Zoomed window:
Region (69, 107) to (119, 157) um. Cells in grey, sequential cells in the stronger grey; small squares are vias.
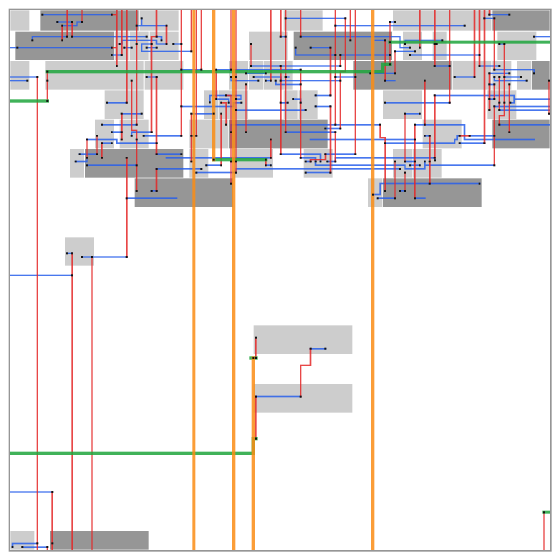
Drive-strength map:
Drawn at 1.5 px/um.
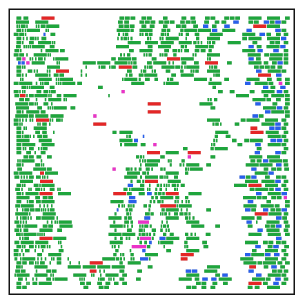
<file path="config.mk">
export PLATFORM = sky130hd
export DESIGN_NAME = ibex_md_issue_ctrl
export DESIGN_NICKNAME = d
export VERILOG_FILES = /design/src/rtl/ibex_md_issue_ctrl.sv
export SDC_FILE = /design/constraint.sdc
export NUM_CORES = 1
export LEC_CHECK = 0
export ABC_CLOCK_PERIOD_IN_PS = 11900
export CORE_MARGIN = 2
export CORE_UTILIZATION = 25
export DETAILED_ROUTE_END_ITERATION = 6
export SKIP_CTS_REPAIR_TIMING = 1
export SYNTH_ARGS = -nofsm -noshare
export SYNTH_HDL_FRONTEND = slang
export SYNTH_SLANG_ARGS = --single-unit
</file>
<file path="constraint.sdc">
create_clock -name clk_i -period 11.9 [get_ports clk_i]
set_input_delay 2.975 -clock clk_i [delete_from_list [all_inputs] [get_ports clk_i]]
set_output_delay 2.975 -clock clk_i [all_outputs]
set_load 0.02 [all_outputs]
</file>
<file path="src/rtl/ibex_md_issue_ctrl.sv">
// rtl/ibex_md_issue_ctrl.sv - requester-side issue controller for ibex_multdiv_fast
module ibex_md_issue_ctrl #(
    parameter int unsigned TimeoutCycles = 64
) (
    input  logic             clk_i,
    input  logic             rst_i,
    input  logic             req_valid_i,
    output logic             req_ready_o,
    input  logic [1:0]       req_op_i,
    input  logic [1:0]       req_signed_i,
    input  logic [31:0]      req_a_i,
    input  logic [31:0]      req_b_i,
    output logic             rsp_valid_o,
    input  logic             rsp_ready_i,
    output logic [31:0]      rsp_data_o,
    output logic             rsp_timeout_o,
    output logic [15:0]      rsp_cycles_o,
    output logic             mult_en_o,
    output logic             div_en_o,
    output logic             mult_sel_o,
    output logic             div_sel_o,
    output logic [1:0]       operator_o,
    output logic [1:0]       signed_mode_o,
    output logic [31:0]      op_a_o,
    output logic [31:0]      op_b_o,
    output logic             multdiv_ready_id_o,
    output logic [1:0][33:0] imd_val_q_o,
    input  logic [1:0][33:0] imd_val_d_i,
    input  logic [1:0]       imd_val_we_i,
    input  logic             md_valid_i,
    input  logic [31:0]      md_result_i
);

    typedef enum logic [1:0] {
        IDLE = 2'd0,
        BUSY = 2'd1,
        RESP = 2'd2
    } state_e;

    localparam logic [15:0] TimeoutLim = 16'(TimeoutCycles);

    state_e           state_q, state_d;
    logic [1:0]       op_q, op_d;
    logic [1:0]       sgn_q, sgn_d;
    logic [31:0]      a_q, a_d;
    logic [31:0]      b_q, b_d;
    logic [15:0]      cnt_q, cnt_d;
    logic [15:0]      cnt_inc;
    logic [31:0]      data_q, data_d;
    logic             to_q, to_d;
    logic [15:0]      cyc_q, cyc_d;
    logic [1:0][33:0] imd_q;
    logic             busy;
    logic             is_div;

    assign cnt_inc = (cnt_q == 16'hFFFF) ? cnt_q : cnt_q + 16'd1;

    always_comb begin
        state_d = state_q;
        op_d    = op_q;
        sgn_d   = sgn_q;
        a_d     = a_q;
        b_d     = b_q;
        cnt_d   = cnt_q;
        data_d  = data_q;
        to_d    = to_q;
        cyc_d   = cyc_q;
        unique case (state_q)
            IDLE: begin
                if (req_valid_i) begin
                    op_d    = req_op_i;
                    sgn_d   = req_signed_i;
                    a_d     = req_a_i;
                    b_d     = req_b_i;
                    cnt_d   = 16'd0;
                    state_d = BUSY;
                end
            end
            BUSY: begin
                cnt_d = cnt_inc;
                // A result arriving on the timeout cycle still counts as a result.
                if (md_valid_i) begin
                    data_d  = md_result_i;
                    to_d    = 1'b0;
                    cyc_d   = cnt_inc;
                    state_d = RESP;
                end else if (cnt_inc >= TimeoutLim) begin
                    data_d  = 32'd0;
                    to_d    = 1'b1;
                    cyc_d   = TimeoutLim;
                    state_d = RESP;
                end
            end
            RESP: begin
                if (rsp_ready_i) begin
                    state_d = IDLE;
                end
            end
            default: state_d = IDLE;
        endcase
    end

    always_ff @(posedge clk_i or posedge rst_i) begin
        if (rst_i) begin
            state_q <= IDLE;
            op_q    <= 2'd0;
            sgn_q   <= 2'd0;
            a_q     <= 32'd0;
            b_q     <= 32'd0;
            cnt_q   <= 16'd0;
            data_q  <= 32'd0;
            to_q    <= 1'b0;
            cyc_q   <= 16'd0;
        end else begin
            state_q <= state_d;
            op_q    <= op_d;
            sgn_q   <= sgn_d;
            a_q     <= a_d;
            b_q     <= b_d;
            cnt_q   <= cnt_d;
            data_q  <= data_d;
            to_q    <= to_d;
            cyc_q   <= cyc_d;
        end
    end

    // The multdiv unit owns the write enables; halves update independently of the FSM.
    always_ff @(posedge clk_i or posedge rst_i) begin
        if (rst_i) begin
            imd_q <= '0;
        end else begin
            for (int i = 0; i < 2; i++) begin
                if (imd_val_we_i[i]) begin
                    imd_q[i] <= imd_val_d_i[i];
                end
            end
        end
    end

    assign busy   = (state_q == BUSY);
    assign is_div = op_q[1];

    assign req_ready_o        = (state_q == IDLE);
    assign rsp_valid_o        = (state_q == RESP);
    assign rsp_data_o         = data_q;
    assign rsp_timeout_o      = to_q;
    assign rsp_cycles_o       = cyc_q;
    assign mult_en_o          = busy & ~is_div;
    assign mult_sel_o         = busy & ~is_div;
    assign div_en_o           = busy & is_div;
    assign div_sel_o          = busy & is_div;
    assign multdiv_ready_id_o = busy;
    assign operator_o         = op_q;
    assign signed_mode_o      = sgn_q;
    assign op_a_o             = a_q;
    assign op_b_o             = b_q;
    assign imd_val_q_o        = imd_q;

endmodule

</file>
==> reports/notes.md <==
With the number of well taps at 448, the combined area of the multi-input logic cells is 3080 sq um. The number of antenna diodes in the final layout is 0. In the post-route analysis, the smallest setup slack over all paths is 6.14 ns.

The slew check shows that the tightest pin keeps a relative margin of 37.2%. The netlist uses 52 different library cells. For the combinational power, the log shows 0.00136 W. In this run the cell area measured after placement is 12600 sq um. The run gives 1 for the number of antenna violations at the first check in global routing. The prevailing logic family in the synthesized netlist is simple AND/OR/NAND/NOR gates.

The internal power of the cells totals 0.00196 W. Counting both buffers and inverters, the worst setup path holds a total of 2. The synthesis log from Yosys contains 0 warnings. The highest metal layer carrying signal wires in the routed design is met5. The number of cells on the worst reg-to-reg path is 6.

In the finished design, the share of the clock period the worst path needs comes to 48.4%. Sorting the synthesized cells by area gives the leading types as sky130_fd_sc_hd__dfrtp_1 (59%), sky130_fd_sc_hd__nand2_1 (10%), sky130_fd_sc_hd__mux2_2 (9.1%). OpenSTA lists the critical path endpoint as div_en_o. After synthesis, flip-flops and latches occupy 59.4% of the total area.

In the Yosys report the total cell count is 817. TritonCTS built the clock tree. The first global-routing pass estimated 41800 um of wire. Summed over all layers, the global routing overflow is 0. Buffers inserted during clock tree synthesis total 24.

Of all the cell area in the finished design, non-clock buffers hold 27.8%. Counting I/O delays and the setup requirement, the final critical path takes 5.76 ns. For hold timing, the worst endpoint is op_a_o[15]. For the final database, setup skew stands at 0.0118 ns.

The timing report shows that the slowest cell on the worst path is sky130_fd_sc_hd__clkdlybuf4s50_1. The tools report the wire length the detailed router placed on met1 as 10800 um. The run gives 203 for the number of sequential cells in the layout.

The tally of nets with antenna violations remaining after routing is 0. The die is 189 um wide. Once layout is complete, the cells apart from fillers number 1622. All stages included, the depth of the critical timing path comes to 4.

The violation tally recorded at the end of detailed-routing iteration 0 is 235. The run gives 993 as the synthesized netlist net count. Summed over all nets, the half-perimeter wirelength after detailed placement is 19300 um.

With the multi-input combinational area share at 23.0%, the clock network latency to the later pin of the worst-skew pair is 0.52 ns. The number of global-route vias before repair came out at 7290. The run gives 8.93 ns for the required time reported for the critical path endpoint. STA puts the critical path data arrival time at 2.79 ns. Across all hold checks on the routed design, the worst slack comes to 0.471 ns.

The run finished with clean final reports. At the floorplan stage, the core utilization is reported as 25.5%. The final report lists the setup-violating endpoint count as 0. Of the total synthesized cell area, the portion taken by AND, OR, NAND and NOR gates is 15.0%. Wires add up to 27200 um. The tools report the critical register-to-register path startpoint as cnt_q[3]. Clock tree synthesis selected as its root buffer the cell sky130_fd_sc_hd__clkbuf_16. The power report attributes to the clock group a share of 22.7%. The report lists the number of standard-cell rows as 67. For the maximum operating frequency, the log shows 174 MHz. The top cell types in the final layout, fill and taps aside, are sky130_fd_sc_hd__clkdlybuf4s50_1 (366), sky130_fd_sc_hd__nand2_1 (229), sky130_fd_sc_hd__dfrtp_1 (203). Walking the worst path, the cells encountered are nand2b_2, inv_2, and2_1, clkdlybuf4s50_1.

The global routing report lists met3 layer usage as 6.19%. The layer flagged by global routing as most heavily used is met2. Sorting the synthesis cell report by count puts at the top sky130_fd_sc_hd__nand2_1. Clock cells make up 5.68% of the layout cell area. Leaving out fill and tap cells, the most frequent cell in the layout is sky130_fd_sc_hd__clkdlybuf4s50_1.

Setup repair after global routing left no endpoint under its margin. In the final routed layout, each cell accounts on average for 16.8 um. The tally of clock buffers in the finished layout is 33, and the combinational share of power is 43.5%.

The run gives 0.00118 W for the net switching power of the design. In the final layout, the share of cells above drive strength 1 is 10.8%. The per-cell via count in the routed design is 4.44, and the height of the chip is 189 um. In the routed design, unresolved DRC markers number 0. The run gives 46 for the layout inverter count without the clock tree. The number of placed cells counting well taps was 1583; the clock-pin slew on the worst setup and hold paths was 0.05 ns. The number of nets in the finished design came out at 1337. The hold path depth is 2, and the count of port buffers added during placement is 366. The run gives 513 as the combinational gate count. STA classifies the critical path startpoint as a register.

The group with the largest share of power was combinational cells. Summing over every cut layer, the via total after detailed routing is 7197. The register with the most flip-flops in the layout has 68 of them. The aoi/oai-family share of the synthesized area came out at 10.5%. Across the run, the number of max-cap violations was 0.

The run gives 203 for the number of clock sinks seen by CTS. The chip occupies 35700 sq um. Summed over its instances, the top area cell type makes up 59.4% of the synthesized netlist area.

The worst slack after detailed placement is 6.28 ns, and the switching part of the total power is 37.6%. The timing report gives the biggest stage delay along the critical path as 0.62 ns. The type of the tightest min-delay check is register to register. The final RePlAce weighted congestion came out at 0.772.

The global routing usage on met1 is 17.8%. The post-synth count of flops with an enable pin is 0. The parity-gate share of the synthesized area counting xor and xnor cells was 0.717%. Of all cell types, the one taking the most synthesized area is sky130_fd_sc_hd__dfrtp_1. STA lists the endpoint of the worst register-to-register path as state_q[1]. The launch point of the worst min-delay path is recorded as op_a_o[15].

In the detailed route, the total length drawn on met2 is 12200 um. The biggest slice of the area belongs to sequential cells. Max-slew check failures listed in the final report amount to 0.
About 'zoomed window':
[M1] blue
[M4] orange
[M3] green
[M2] red
netlist names of flops here include: `rsp_data_o` (10), `state_q` (1)
most frequent: clkdlybuf4s50_1 (13), dfrtp_1 (11), inv_1 (8)
cells with their middle in the window: 53
sequential cells in the window: 11

About 'drive-strength map':
[x6 and larger] red | cells: 32 | share: 2.7% | most used: clkbuf_16
[x2] blue | cells: 83 | share: 7.1% | most used: mux2_2
[x3 and x4] magenta | cells: 12 | share: 1.0% | most used: buf_4
[x1 and smaller] green | cells: 1047 | share: 89% | most used: clkdlybuf4s50_1

Power and IR drop assume default switching activity.
